**config.mk**
```make
export PLATFORM = sky130hd
export DESIGN_NAME = sigmoid_inv_bisect_flat
export DESIGN_NICKNAME = d
export VERILOG_FILES = /design/src/rtl/sigmoid_inv_bisect_if.sv /design/src/rtl/sigmoid_inv_bisect.sv /design/src/flat_wrapper.sv
export SDC_FILE = /design/constraint.sdc
export NUM_CORES = 1
export LEC_CHECK = 0
export ABC_AREA = 1
export CAP_MARGIN = 20
export CELL_PAD_IN_SITES_DETAIL_PLACEMENT = 1
export CELL_PAD_IN_SITES_GLOBAL_PLACEMENT = 1
export CORE_MARGIN = 2
export CORE_UTILIZATION = 51
export CTS_CLUSTER_SIZE = 40
export DETAILED_ROUTE_END_ITERATION = 8
export GPL_TIMING_DRIVEN = 0
export PLACE_DENSITY = 0.95
export SETUP_SLACK_MARGIN = 0.15
export SYNTH_ARGS = -nofsm -noshare
export SYNTH_HDL_FRONTEND = slang
export SYNTH_SLANG_ARGS = --single-unit
```
**constraint.sdc**
```tcl
create_clock -name clk -period 24.4 [get_ports clk]
set_clock_uncertainty 0.05 [all_clocks]
set_input_delay 4.88 -clock clk [delete_from_list [all_inputs] [get_ports clk]]
set_output_delay 4.88 -clock clk [all_outputs]
set_load 0.005 [all_outputs]
```
**src/rtl/sigmoid_inv_bisect_if.sv**
```systemverilog
// sigmoid_inv_bisect_if: stream interface for the inverse-sigmoid (logit) solver.
//   in_valid/in_ready/in_y     : upstream target probability y, signed Q4.28
//   out_valid/out_ready/out_x  : downstream result x, signed Q2.14
//   out_sat                    : present only when SIGINV_SAT_EN is defined
// Modports: master = stream source/sink side (drives in_*, out_ready),
//           slave  = solver side.
interface sigmoid_inv_bisect_if #(
   parameter int unsigned X_W = 17,
   parameter int unsigned Y_W = 33
);
   logic           in_valid;
   logic           in_ready;
   logic [Y_W-1:0] in_y;
   logic           out_valid;
   logic           out_ready;
   logic [X_W-1:0] out_x;
`ifdef SIGINV_SAT_EN
   logic           out_sat;

   modport master (
      output in_valid, in_y, out_ready,
      input  in_ready, out_valid, out_x, out_sat
   );
   modport slave (
      input  in_valid, in_y, out_ready,
      output in_ready, out_valid, out_x, out_sat
   );
`else
   modport master (
      output in_valid, in_y, out_ready,
      input  in_ready, out_valid, out_x
   );
   modport slave (
      input  in_valid, in_y, out_ready,
      output in_ready, out_valid, out_x
   );
`endif
endinterface

```
**src/rtl/sigmoid_inv_bisect.sv**
```systemverilog
// sigmoid_inv_bisect: inverse of the SONF sigmoid approximation.
//   Takes a Q4.28 probability y and finds the Q2.14 x whose forward sigmoid best
//   matches it, by 16-step MSB-first bisection against the forward polynomial
//   g(m) = 2^27 + (m<<12) - ((m*m)>>5), so results agree bit-for-bit with the
//   forward path. Inputs outside [0, 2^28] clamp to -/+65535 in one cycle.
// Ports:
//   clk   : clock, rising edge
//   rst_n : asynchronous active-low reset
//   bus   : sigmoid_inv_bisect_if.slave (in_valid/in_ready/in_y,
//           out_valid/out_ready/out_x[, out_sat])
// Optional feature macro: SIGINV_SAT_EN adds the registered out_sat flag.
module sigmoid_inv_bisect #(
   parameter int unsigned X_W = 17,
   parameter int unsigned Y_W = 33
) (
   input logic                 clk,
   input logic                 rst_n,
   sigmoid_inv_bisect_if.slave bus
);

   if (X_W != 17 || Y_W != 33) begin : g_param_check
      $error("sigmoid_inv_bisect supports only X_W=17, Y_W=33");
   end

   localparam logic [33:0] Half = 34'd134217728;  // 0.5 in Q4.28
   localparam logic [33:0] One  = 34'd268435456;  // 1.0 in Q4.28

   typedef enum logic [1:0] {StIdle, StCalc, StDone} state_e;

   state_e      state_q;
   logic        in_ready_q;
   logic        out_valid_q;
   logic [16:0] out_x_q;
   logic [15:0] m_q;
   logic [3:0]  bit_q;
   logic [33:0] t_q;
   logic        neg_q;
`ifdef SIGINV_SAT_EN
   logic        sat_q;
   logic        out_sat_q;
`endif

   // Input fold and range classification
   logic [33:0] y_ext;
   logic        y_lo;
   logic        y_hi;
   logic        y_neg;
   logic [33:0] t_fold;

   always_comb begin
      y_ext  = {bus.in_y[32], bus.in_y};
      y_lo   = bus.in_y[32];
      y_hi   = $signed(y_ext) > $signed(One);
      y_neg  = $signed(y_ext) < $signed(Half);
      // f(-x) = 1 - f(x): below 0.5 solve on the mirrored value
      t_fold = y_neg ? (One - y_ext) : y_ext;
   end

   // One forward-polynomial evaluation per cycle on the trial candidate
   logic [15:0] trial;
   logic [31:0] sq;
   logic [33:0] g_trial;

   always_comb begin
      trial   = m_q | (16'h1 << bit_q);
      sq      = {16'b0, trial} * {16'b0, trial};
      g_trial = Half + {6'b0, trial, 12'b0} - ({2'b0, sq} >> 5);
   end

   always_ff @(posedge clk or negedge rst_n) begin
      if (!rst_n) begin
         state_q     <= StIdle;
         in_ready_q  <= 1'b0;
         out_valid_q <= 1'b0;
         out_x_q     <= '0;
         m_q         <= '0;
         bit_q       <= '0;
         t_q         <= '0;
         neg_q       <= 1'b0;
`ifdef SIGINV_SAT_EN
         sat_q       <= 1'b0;
         out_sat_q   <= 1'b0;
`endif
      end else begin
         unique case (state_q)
            StIdle: begin
               if (!in_ready_q) begin
                  in_ready_q <= 1'b1;
               end else if (bus.in_valid) begin
                  in_ready_q <= 1'b0;
                  neg_q      <= y_neg;
                  t_q        <= t_fold;
                  bit_q      <= 4'd15;
`ifdef SIGINV_SAT_EN
                  sat_q      <= y_lo | y_hi;
`endif
                  if (y_lo || y_hi) begin
                     // Clamp: full-scale magnitude, sign already in y_neg
                     m_q     <= 16'hFFFF;
                     state_q <= StDone;
                  end else begin
                     m_q     <= '0;
                     state_q <= StCalc;
                  end
               end
            end
            StCalc: begin
               if (g_trial <= t_q) begin
                  m_q <= trial;
               end
               if (bit_q == 4'd0) begin
                  state_q <= StDone;
               end else begin
                  bit_q <= bit_q - 4'd1;
               end
            end
            StDone: begin
               if (!out_valid_q) begin
                  out_valid_q <= 1'b1;
                  out_x_q     <= neg_q ? (17'd0 - {1'b0, m_q}) : {1'b0, m_q};
`ifdef SIGINV_SAT_EN
                  out_sat_q   <= sat_q;
`endif
               end else if (bus.out_ready) begin
                  out_valid_q <= 1'b0;
                  in_ready_q  <= 1'b1;
                  state_q     <= StIdle;
               end
            end
            default: state_q <= StIdle;
         endcase
      end
   end

   assign bus.in_ready  = in_ready_q;
   assign bus.out_valid = out_valid_q;
   assign bus.out_x     = out_x_q;
`ifdef SIGINV_SAT_EN
   assign bus.out_sat   = out_sat_q;
`endif

endmodule

```
**src/flat_wrapper.sv**
```systemverilog
// flat-port wrapper written by rule: the top's interface ports become plain ports
module sigmoid_inv_bisect_flat 
#(
   parameter int unsigned X_W = 17,
   parameter int unsigned Y_W = 33
)
  (clk, rst_n, bus_in_valid, bus_in_y, bus_out_ready, bus_in_ready, bus_out_valid, bus_out_x);
  sigmoid_inv_bisect_if #(.X_W(X_W), .Y_W(Y_W)) bus_i ();
  input logic clk;
  input logic rst_n;
  input wire logic [$bits(bus_i.in_valid)-1:0] bus_in_valid;
  input wire logic [$bits(bus_i.in_y)-1:0] bus_in_y;
  input wire logic [$bits(bus_i.out_ready)-1:0] bus_out_ready;
  output wire logic [$bits(bus_i.in_ready)-1:0] bus_in_ready;
  output wire logic [$bits(bus_i.out_valid)-1:0] bus_out_valid;
  output wire logic [$bits(bus_i.out_x)-1:0] bus_out_x;
  assign bus_i.in_valid = bus_in_valid;
  assign bus_i.in_y = bus_in_y;
  assign bus_i.out_ready = bus_out_ready;
  assign bus_in_ready = bus_i.in_ready;
  assign bus_out_valid = bus_i.out_valid;
  assign bus_out_x = bus_i.out_x;
  sigmoid_inv_bisect #(.X_W(X_W), .Y_W(Y_W)) u_core (.clk(clk), .rst_n(rst_n), .bus(bus_i));
endmodule
```
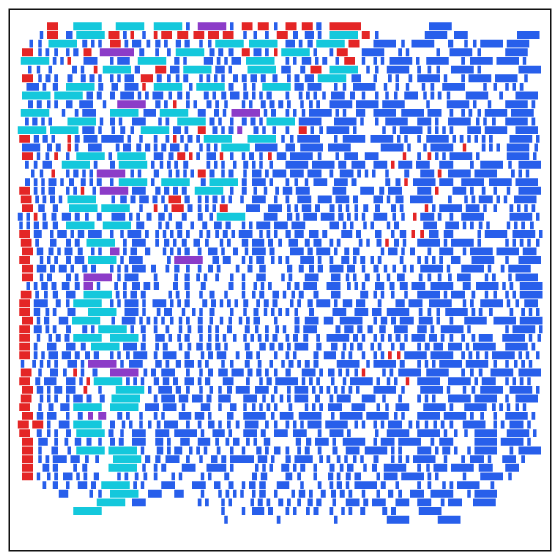
*Cells coloured by class, run 1*
Key: flops = cyan [cells 76]; combinational and other logic = blue [cells 1785]; clock drivers and dummy loads = purple [cells 15]; other buffers and delay cells = red [cells 103]

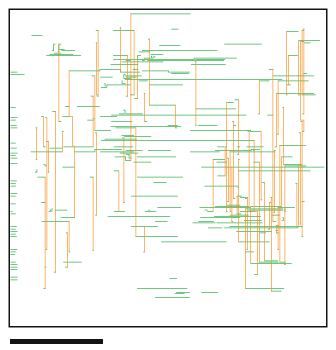
*Wiring by layer, run 1*
Bar = 50 um. Two of the layers only.
Key: metal 3 = green [wire length 2490 um]; metal 4 = orange [wire length 2530 um]

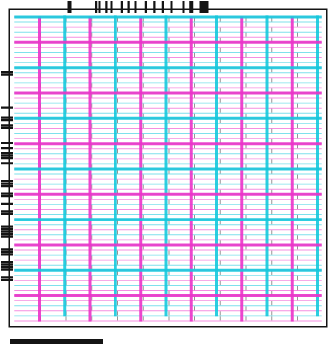
*PDN straps and rails, run 1*
Bar = 50 um. Pins as bars on the die edge. Tap cells in grey.
Key: VSS = magenta; VDD = cyan
12 straps on met4. 56 signal pins sit on the boundary. 61 met1 rails follow the rows. 12 straps on met5. The core has 60 rows.

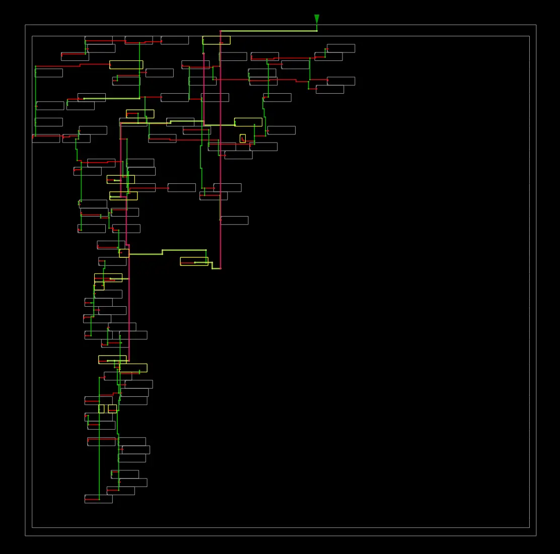
*Clock routing, run 1*
clock latency reported for the late side of the worst-skew pair: 0.36 ns
clock buffer count from CTS: 9

==> results.txt, run 1 <==
Implementation numbers.

- The number of remaining DRC errors is 0.
- For flop-to-flop paths, the worst setup slack is approximately 12 ns.
- The endpoint of the worst setup timing path is u_core.m_q[9].
- Per the final report, max-transition violations number 0.
- For the pin with the worst max-slew slack, the measured transition is 1.22 ns.
- The wire length per cell is 21.0 um.
- The library cell with the highest instance count after synthesis is sky130_fd_sc_hd__nand2_1.
- The number of iterations in the first detailed-routing pass is 5.
- TritonCTS built the clock tree.
- For reference, the most critical setup path is categorized as flip-flop to flip-flop.
- At the worst endpoint, the arrival time is 12.46 ns.
- Summing over the stages, the warning tally comes to 31.
- Looking at area per cell type in the netlist, the leader is sky130_fd_sc_hd__fa_1.
- The pin count of the biggest net entering global routing is 73.
- Looking at the clock tree report, the root buffer type is sky130_fd_sc_hd__clkbuf_16.
- In the floorplan report the effective utilization is 0.519.
- The height of the chip is 170 um.
- The startpoint of the most critical register-to-register path is u_core.bit_q[1].
- The area of the placeable core is 27000 um2.
- The initial antenna violation count is 0.
- The most used flip-flop cell after synthesis is sky130_fd_sc_hd__dfrtp_1.
- The number of cells on the worst reg-to-reg path is 45.
- The count of nets left with antenna violations once routing finished came out at 0.
- From the final report, the count of setup violators was given as 0.
- The worst slew margin relative to its limit is 0.183.
- In this run, post-CTS hold repair placed 0 buffers.
- The net count of the finished layout is 2325.
- The number of setup buffers added after CTS is 0.
- Per the detailed-route log, wirelength across all metal layers totals between 40000 and 50000 um.
- For this run the aggregate overflow at the end of global routing stands at 0.
- STA classifies the critical path endpoint as a flip-flop.
- The critical-path cell with the highest stage delay is sky130_fd_sc_hd__clkbuf_1.
- Yosys mapped a number of flops with a built-in enable equal to 0.
- The startpoint type of the worst setup path is a flip-flop.
- The share of async-settable or async-resettable flops after synthesis is 1.00.
- The proportion of layout cells with a drive suffix above 1 is 0.0419.
- In the synthesized netlist, the number of instances is about 1900.
- The HPWL after detailed placement is approximately 40000 um.
- The number of warnings printed during yosys synthesis is 0.
- The critical path maximum fanout is 11.
- The average via count per standard cell is 5.77.
- The share of the Yosys chip area taken by registers is 0.136.
- In this run the deepest clock path goes through 2 buffers.
- The maximum clock rate is 81.5 MHz.
- The data required time at the worst endpoint is 24.59 ns.
- The flow ran to the end, and the final reports show no timing, DRC or antenna violations.
- The final period demand of the worst path is 12.26 ns.
run 1: cell usage in the layout, fill, tap and decap left out, drive strengths merged, types with 2 or more instances in the layout:
cell type,Yosys,routed
clkbuf,33,42
o21ai,115,115
a21o,3,3
conb,1,2
xnor2,14,14
a211oi,4,4
xor2,57,57
ha,152,152
a221oi,2,2
o21bai,9,9
nand3b,5,5
o31ai,5,5
nand3,100,100
fa,161,161
inv,425,426
nor3,15,15
o22ai,2,2
nand4,17,17
a41oi,2,2
nor4,12,12
nor2,130,130
o21a,2,2
a21oi,78,78
clkinv,0,3
clkdlybuf4s50,0,54
a31o,2,2
buf,7,16
o211ai,4,4
dfrtp,76,76
nand2,448,448
or2,5,5
a31oi,8,8
run 1: state kept, by name (all words and copies together), names as in the netlist:
| signal | cells |
|---|---|
| u_core.bus.out_valid | 1 |
| u_core.t_q | 34 |
| u_core.bus.in_ready | 1 |
| u_core.state_q | 2 |
| u_core.bit_q | 4 |
| u_core.neg_q | 1 |
| u_core.bus.out_x | 17 |
| u_core.m_q | 16 |
run 1: worst max-delay path: cells and delay by family, from the launching register on:
family          cells  cell delay [ns]
simple gates       16             2.01
fa+ha+maj          10             4.64
flops               1             0.44
buf+inv             8             2.26
xor+xnor            1             0.31
compound gates     10             2.42
run 1: metal layers:
metal,vias up,global-route usage,wire [um]
li1,6038,-,-
met1,6750,0.391,18900
met2,431,0.631,24900
met5,-,0,0
met3,164,0.0464,2490
met4,0,0.184,2530
run 1: worst min-delay path by stage:
stage | from | to | depth (start not counted)
2_1_floorplan | u_core.m_q[15] | u_core.m_q[15] | 2
6_report | u_core.bus.out_x[4] | u_core.bus.out_x[4] | 2
3_3_place_gp | u_core.m_q[15] | u_core.m_q[15] | 2
3_5_place_dp | u_core.m_q[15] | u_core.m_q[15] | 2
4_1_cts | u_core.m_q[15] | u_core.m_q[15] | 2
5_1_grt | u_core.t_q[22] | u_core.t_q[22] | 2
run 1: per-stage QoR:
stage	std cells	hold WS [ns]
finish	2320	0.449
detailed placement	2300	0.427
global placement	2297	0.412
floorplan	1901	0.392
global route	2320	0.473
CTS	2315	0.445
run 1: kinds of logic (layout without fill, tap and decap cells):
family          after synthesis  count (layout)  share of synthesized area
other cells                   1               2                   0.000268
buf+inv                     465             543                      0.126
fa+ha+maj                   313             313                      0.366
compound gates              241             241                     0.0957
flops                        76              76                      0.136
simple gates                733             733                      0.231
xor+xnor                     71              71                     0.0450
run 1: layout make-up:
| class | instances | area (um2) |
|---|---|---|
| multi-input combinational | 1360 | 10300 |
| tap | 341 | 427 |
| inverter | 425 | 1600 |
| clock buffer | 9 | 225 |
| timing repair buffer | 63 | 632 |
| clock inverter | 6 | 65.1 |
| fill | 3502 | 11600 |
| buffer | 40 | 169 |
| sequential | 76 | 1900 |
--- run 2 (diff from run 1) ---
--- a/config.mk
+++ b/config.mk
@@ -10,11 +10,11 @@
 export CELL_PAD_IN_SITES_DETAIL_PLACEMENT = 1
 export CELL_PAD_IN_SITES_GLOBAL_PLACEMENT = 1
 export CORE_MARGIN = 2
-export CORE_UTILIZATION = 51
+export CORE_UTILIZATION = 43
 export CTS_CLUSTER_SIZE = 40
 export DETAILED_ROUTE_END_ITERATION = 8
 export GPL_TIMING_DRIVEN = 0
-export PLACE_DENSITY = 0.95
+export PLACE_DENSITY = 0.91
 export SETUP_SLACK_MARGIN = 0.15
 export SYNTH_ARGS = -nofsm -noshare
 export SYNTH_HDL_FRONTEND = slang
==> constraint.sdc (replaced) <==
create_clock -name clk -period 10.15 [get_ports clk]
set_clock_uncertainty 0.05 [all_clocks]
set_input_delay 2.03 -clock clk [delete_from_list [all_inputs] [get_ports clk]]
set_output_delay 2.03 -clock clk [all_outputs]
set_load 0.005 [all_outputs]
==> run 2 against run 1 <==
  * Cell area grew 7.1%
  * Worst hold slack lost 0.016 ns
  * Count of clock-buffer cells in the layout grew 1
  * Synthesized cell count is the same
  * Non-clock buffer count grew 32
  * Critical endpoint is now u_core.m_q[10]
  * Highest routed layer unchanged
==> results.txt, run 2 <==
Implementation numbers.

- The maximum fanout encountered on the critical timing path is 10 (-1).
- The average via count per standard cell is 5.51 (-4.5%).
- The total global routing overflow is 0 (unchanged).
- The tightest hold margin came to 0.433 ns (-0.0157 ns).
- The sequential element share of the synthesized area is 0.136 (unchanged).
- The number of buffers inserted by hold repair at cts came to 0 (unchanged).
- The area of the placeable core is 32300 um2 (+20%).
- The clock tree from TritonCTS is done.
- The worst slew margin relative to its limit was 0.391 (+0.209).
- The most common cell in the synthesized netlist is sky130_fd_sc_hd__nand2_1.
- The number of buffers inserted during clock tree synthesis is 9 (unchanged).
- The final-report max-slew violation count is 0 (unchanged).
- The filler cell count is 4024 (+15%).
- The pin count of the biggest net entering global routing is 72 (-1.4%).
- The worst hold path terminates at u_core.t_q[10].
- The final HPWL from detailed placement is 38000 um (-3.2%).
- The category of the worst setup path capture point is a flip-flop.
- The startpoint type of the worst setup path is a flip-flop.
- The arrival time at the worst endpoint was 10.05 ns (-2.41 ns).
- The library cells used most frequently in the layout, excluding fill and tap cells, are sky130_fd_sc_hd__inv_1, sky130_fd_sc_hd__nand2_1, sky130_fd_sc_hd__fa_1.
- The deepest clock path buffer count was 2 (unchanged).
- The net count of the finished layout is 2357 (+1.4%).
- The synthesized instance count was 1900 (unchanged).
- The remaining antenna violation count was 0 (unchanged).
- The number of cells on the worst reg-to-reg path is 40 (-11%).
- The tally of OpenROAD warnings was 31 (unchanged).
- The setup slack of the most critical reg-to-reg path is 0.34 ns (-11.80 ns).
- The register containing the most flip-flops in the final layout is u_core.t_q.
- The synthesis report names the predominant flop master as sky130_fd_sc_hd__dfrtp_1.
- STA lists the startpoint of the worst register-to-register path as u_core.bit_q[1].
- The total wirelength of the detailed-routed design came to 50000 um (+2.4%).
- The share of async-settable or async-resettable flops after synthesis is 1.00 (unchanged).
- The pre-placement core utilization is 0.434 (-0.0859).
- The wire length per cell is 20.4 um (-3.1%).
- The proportion of layout cells with a drive suffix above 1 is 0.109 (+0.0670).
- The number of remaining DRC errors came to 0 (unchanged).
- The number of flops mapped to enable cells by yosys came to 0 (unchanged).
- The run finished with clean final reports.
- For this design, the slowest cell found on the critical path is sky130_fd_sc_hd__fa_1.
- The tree is rooted in a sky130_fd_sc_hd__clkbuf_16.
==> run 2: final cells by class <==
type	instances	area, um2	area share
multi-input cells	1360	10900	0.661
flip-flops and latches	76	1900	0.116
inverters	425	1600	0.0975
repair buffers	96	915	0.0556
well taps	442	553	0.0336
plain buffers	39	314	0.0191
clock buffers	10	229	0.0139
clock inverters	5	61.3	0.00373
==> run 2: worst max-delay path, delay by kind of cell, from the launching register on <==
family	cells	cell delay [ns]
fa+ha+maj	10	4.54
compound gates	11	2.12
simple gates	12	1.44
buf+inv	6	0.93
flops	1	0.43
xor+xnor	1	0.21
==> run 2: metrics by stage <==
| stage | worst slack (ns) | setup TNS (ns) |
|---|---|---|
| global placement | -1.51 | -22.06 |
| finish | 0.337 | 0 |
| floorplan | 1.06 | 0 |
| global route | -0.0445 | -0.134 |
| detailed placement | -1.63 | -23.88 |
| CTS | 0.211 | 0 |
==> run 2: worst max-delay path by stage <==
| stage | end | from | depth (start not counted) |
|---|---|---|---|
| finish | u_core.m_q[10] | u_core.bit_q[1] | 40 |
| global route | u_core.m_q[10] | u_core.bit_q[1] | 43 |
| CTS | u_core.m_q[9] | u_core.bit_q[0] | 44 |
| detailed placement | u_core.m_q[10] | u_core.bit_q[0] | 42 |
| global placement | u_core.m_q[5] | u_core.bit_q[0] | 43 |
| floorplan | u_core.m_q[5] | u_core.bit_q[0] | 42 |
==> run 2: cell families (layout without fill, tap and decap cells) <==
family                   after synthesis  after routing  synth area share
AND-OR/OR-AND                        241            241            0.0957
XOR/XNOR                              71             71            0.0450
adder cells (fa/ha/maj)              313            313             0.366
buffers and inverters                465            575             0.126
flip-flops                            76             76             0.136
other                                  1              2          0.000268
AND/OR/NAND/NOR                      733            733             0.231
==> run 2: per-layer routing <==
layer | vias up | wire length, um | share of wire | GRT usage
met5 | - | 0 | 0 | 0
met4 | 0 | 2330 | 0.047 | 0.118
met3 | 158 | 2470 | 0.049 | 0.0344
met2 | 467 | 25600 | 0.51 | 0.535
met1 | 6786 | 19600 | 0.39 | 0.342
li1 | 6108 | - | - | -
==> run 2: what timing repair did <==
| item | CTS | global route |
|---|---|---|
| gates resized | 93 | 103 |
| cloned | 0 | 1 |
| endpoints found under the setup margin | 16 | 16 |
| buffers inserted | 15 | 21 |
| pin swaps | 12 | 28 |
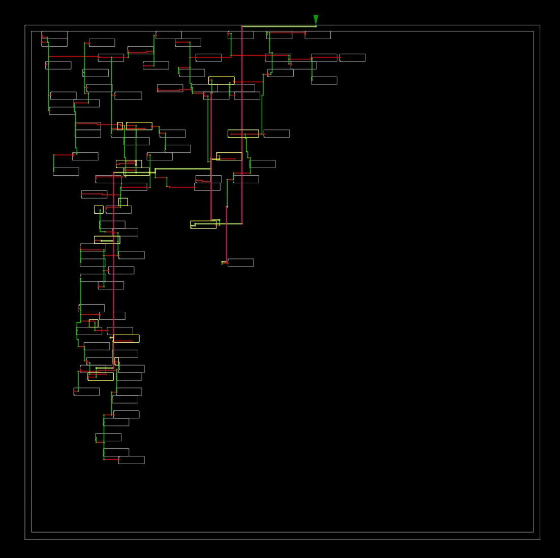
*Clock routing, run 2*
Clock Sinks: 76
clk_buf instances: 10

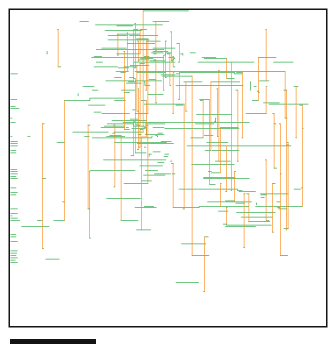
*Wiring by layer, run 2*
Bar = 50 um. Two of the layers only.
Key: metal 4 = orange [wire length 2330 um]; metal 3 = green [wire length 2470 um]

--- run 3 (diff from run 2) ---
--- a/config.mk
+++ b/config.mk
@@ -9,7 +9,6 @@
 export CAP_MARGIN = 20
 export CELL_PAD_IN_SITES_DETAIL_PLACEMENT = 1
 export CELL_PAD_IN_SITES_GLOBAL_PLACEMENT = 1
-export CORE_MARGIN = 2
 export CORE_UTILIZATION = 43
 export CTS_CLUSTER_SIZE = 40
 export DETAILED_ROUTE_END_ITERATION = 8
==> run 3 against run 2 <==
  * The flow now finishes with violations (negative setup slack)
  * Sequential share of layout area hardly changed
  * Global-route usage grew 1.9 points
  * Synthesized cell count is the same
  * Count of clock-buffer cells in the layout is 1 higher
  * Flip-flop count did not move
  * Critical path depth rose by 8
  * Die size is 2.2% lower
  * Final cell count is essentially flat
  * Setup slack worse by 0.45 ns
  * Via count increased by 3.7%
==> results.txt, run 3 <==
Implementation numbers.

- The final reports fail on negative setup slack.
- The arrival time at the worst endpoint is 10.39 ns (+0.34 ns).
- The wire length on met1 is 20700 um (+5.8%).
- The register containing the most flip-flops in the final layout is u_core.t_q.
- The tally of OpenROAD warnings is 31 (unchanged).
- The number of buffers inserted by hold repair at cts is 0 (unchanged).
- The deepest clock path buffer count is 2 (unchanged).
- The amount of wire on met2 after detailed routing came to 27300 um (+6.5%).
- The number of cells on the worst reg-to-reg path was 48 (+20%).
- The wire length per cell is 22.5 um (+10%).
- The number of buffers inserted during clock tree synthesis was 9 (unchanged).
- The clock tree from TritonCTS is done.
- The worst path setup slack after routing came to -0.113 ns (-0.450 ns).
- The final-report max-slew violation count was 0 (unchanged).
- The setup slack of the most critical reg-to-reg path is -0.11 ns (-0.45 ns).
- The worst slew margin relative to its limit was 0.360 (-0.0317).
- The final HPWL from detailed placement is 38100 um (+0.15%).
- The total global routing overflow is 0 (unchanged).
- The pre-placement core utilization is 0.440 (+0.00667).
- The category of the worst setup path capture point is a flip-flop.
- For the worst reg-to-reg path, the startpoint reported by OpenROAD is u_core.bit_q[0].
- For this run, the final setup violation count is recorded as 1.
- The flow ran to the end, but the final reports show violations.
- The pin count of the biggest net entering global routing was 73 (+1.4%).
- The tightest hold margin was 0.445 ns (+0.0110 ns).
- The worst hold path endpoint is u_core.t_q[30].
- The maximum fanout encountered on the critical timing path is 7 (-3).
- The net count of the finished layout is 2362 (+0.21%).
- Per the synth stats, the flop cell with the highest instance count is sky130_fd_sc_hd__dfrtp_1.
run 3: cell counts after synthesis:
No cell type changed its count.
run 3: cell type report:
cell class              instances  area (um2)
multi-input cells            1360       10800
fillers                      3927       15300
clock inverters                 5        63.8
well taps                     435         544
repair buffers                101         980
clock buffers                  11         253
plain buffers                  39         295
flip-flops and latches         76        1900
inverters                     425        1600
run 3: critical path, delay by kind of cell, from the launching register on:
family / cells / cell delay [ns]
DFF: 1 / 0.42
and+or+nand+nor: 18 / 2.37
adders and majority gates: 9 / 3.74
AOI/OAI and AO/OA: 10 / 1.83
buffers and inverters: 9 / 1.30
xor gates and xnor gates: 2 / 0.34
run 3: layer usage:
metal  global-route usage  vias up
li1                     -     6110
met4                0.161        0
met3               0.0495      263
met2                0.549      648
met5                    0        -
met1                0.359     7002
run 3: worst max path at each step:
stage                     from        endpoint  slack (ns)  cells after the start
5_1_grt        u_core.bit_q[0]  u_core.m_q[12]       -0.29                     50
6_report       u_core.bit_q[0]  u_core.m_q[12]       -0.11                     48
3_5_place_dp   u_core.bit_q[0]  u_core.m_q[13]       -1.83                     43
3_3_place_gp   u_core.bit_q[0]   u_core.m_q[5]       -1.47                     43
4_1_cts        u_core.bit_q[1]  u_core.m_q[11]        0.16                     47
2_1_floorplan  u_core.bit_q[0]   u_core.m_q[5]        1.06                     42
run 3: logic make-up after synthesis:
family,Yosys count,share of synthesized area
AND/OR/NAND/NOR,733,0.231
buffers and inverters,465,0.126
adder cells (fa/ha/maj),313,0.366
AND-OR/OR-AND,241,0.0957
flip-flops,76,0.136
XOR/XNOR,71,0.0450
other,1,0.000268
run 3: what timing repair did:
item,CTS,global route
pin swaps,14,21
buffers inserted,17,26
endpoints found under the setup margin,16,16
resized,91,78
cloned,0,1
run 3: metrics by stage:
stage / cells / util
after floorplan: 1901 / -
after global routing: 2452 / 0.517
final: 2452 / 0.517
after global placement: 2391 / 0.475
after detailed placement: 2393 / 0.476
after CTS: 2425 / 0.501
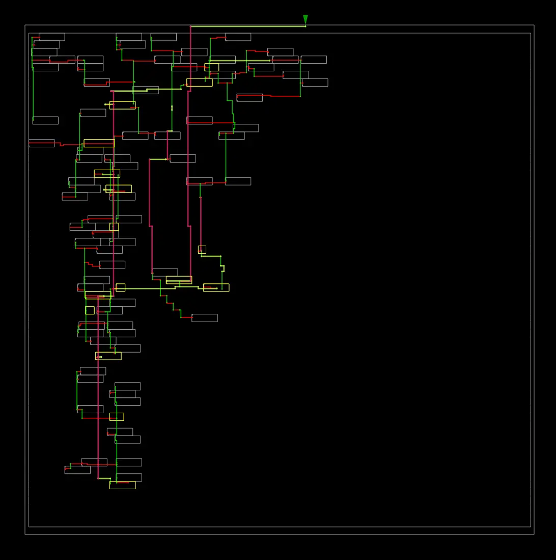
*Clock routing, run 3*
clk_buf instances: 11
flop count: 76

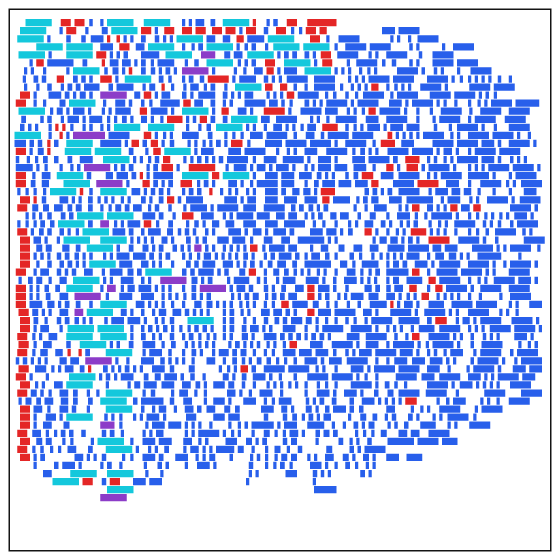
*Cells coloured by class, run 3*
Key: flops = cyan [cells 76]; clock drivers and dummy loads = purple [cells 16]; combinational and other logic = blue [cells 1785]; other buffers and delay cells = red [cells 140]

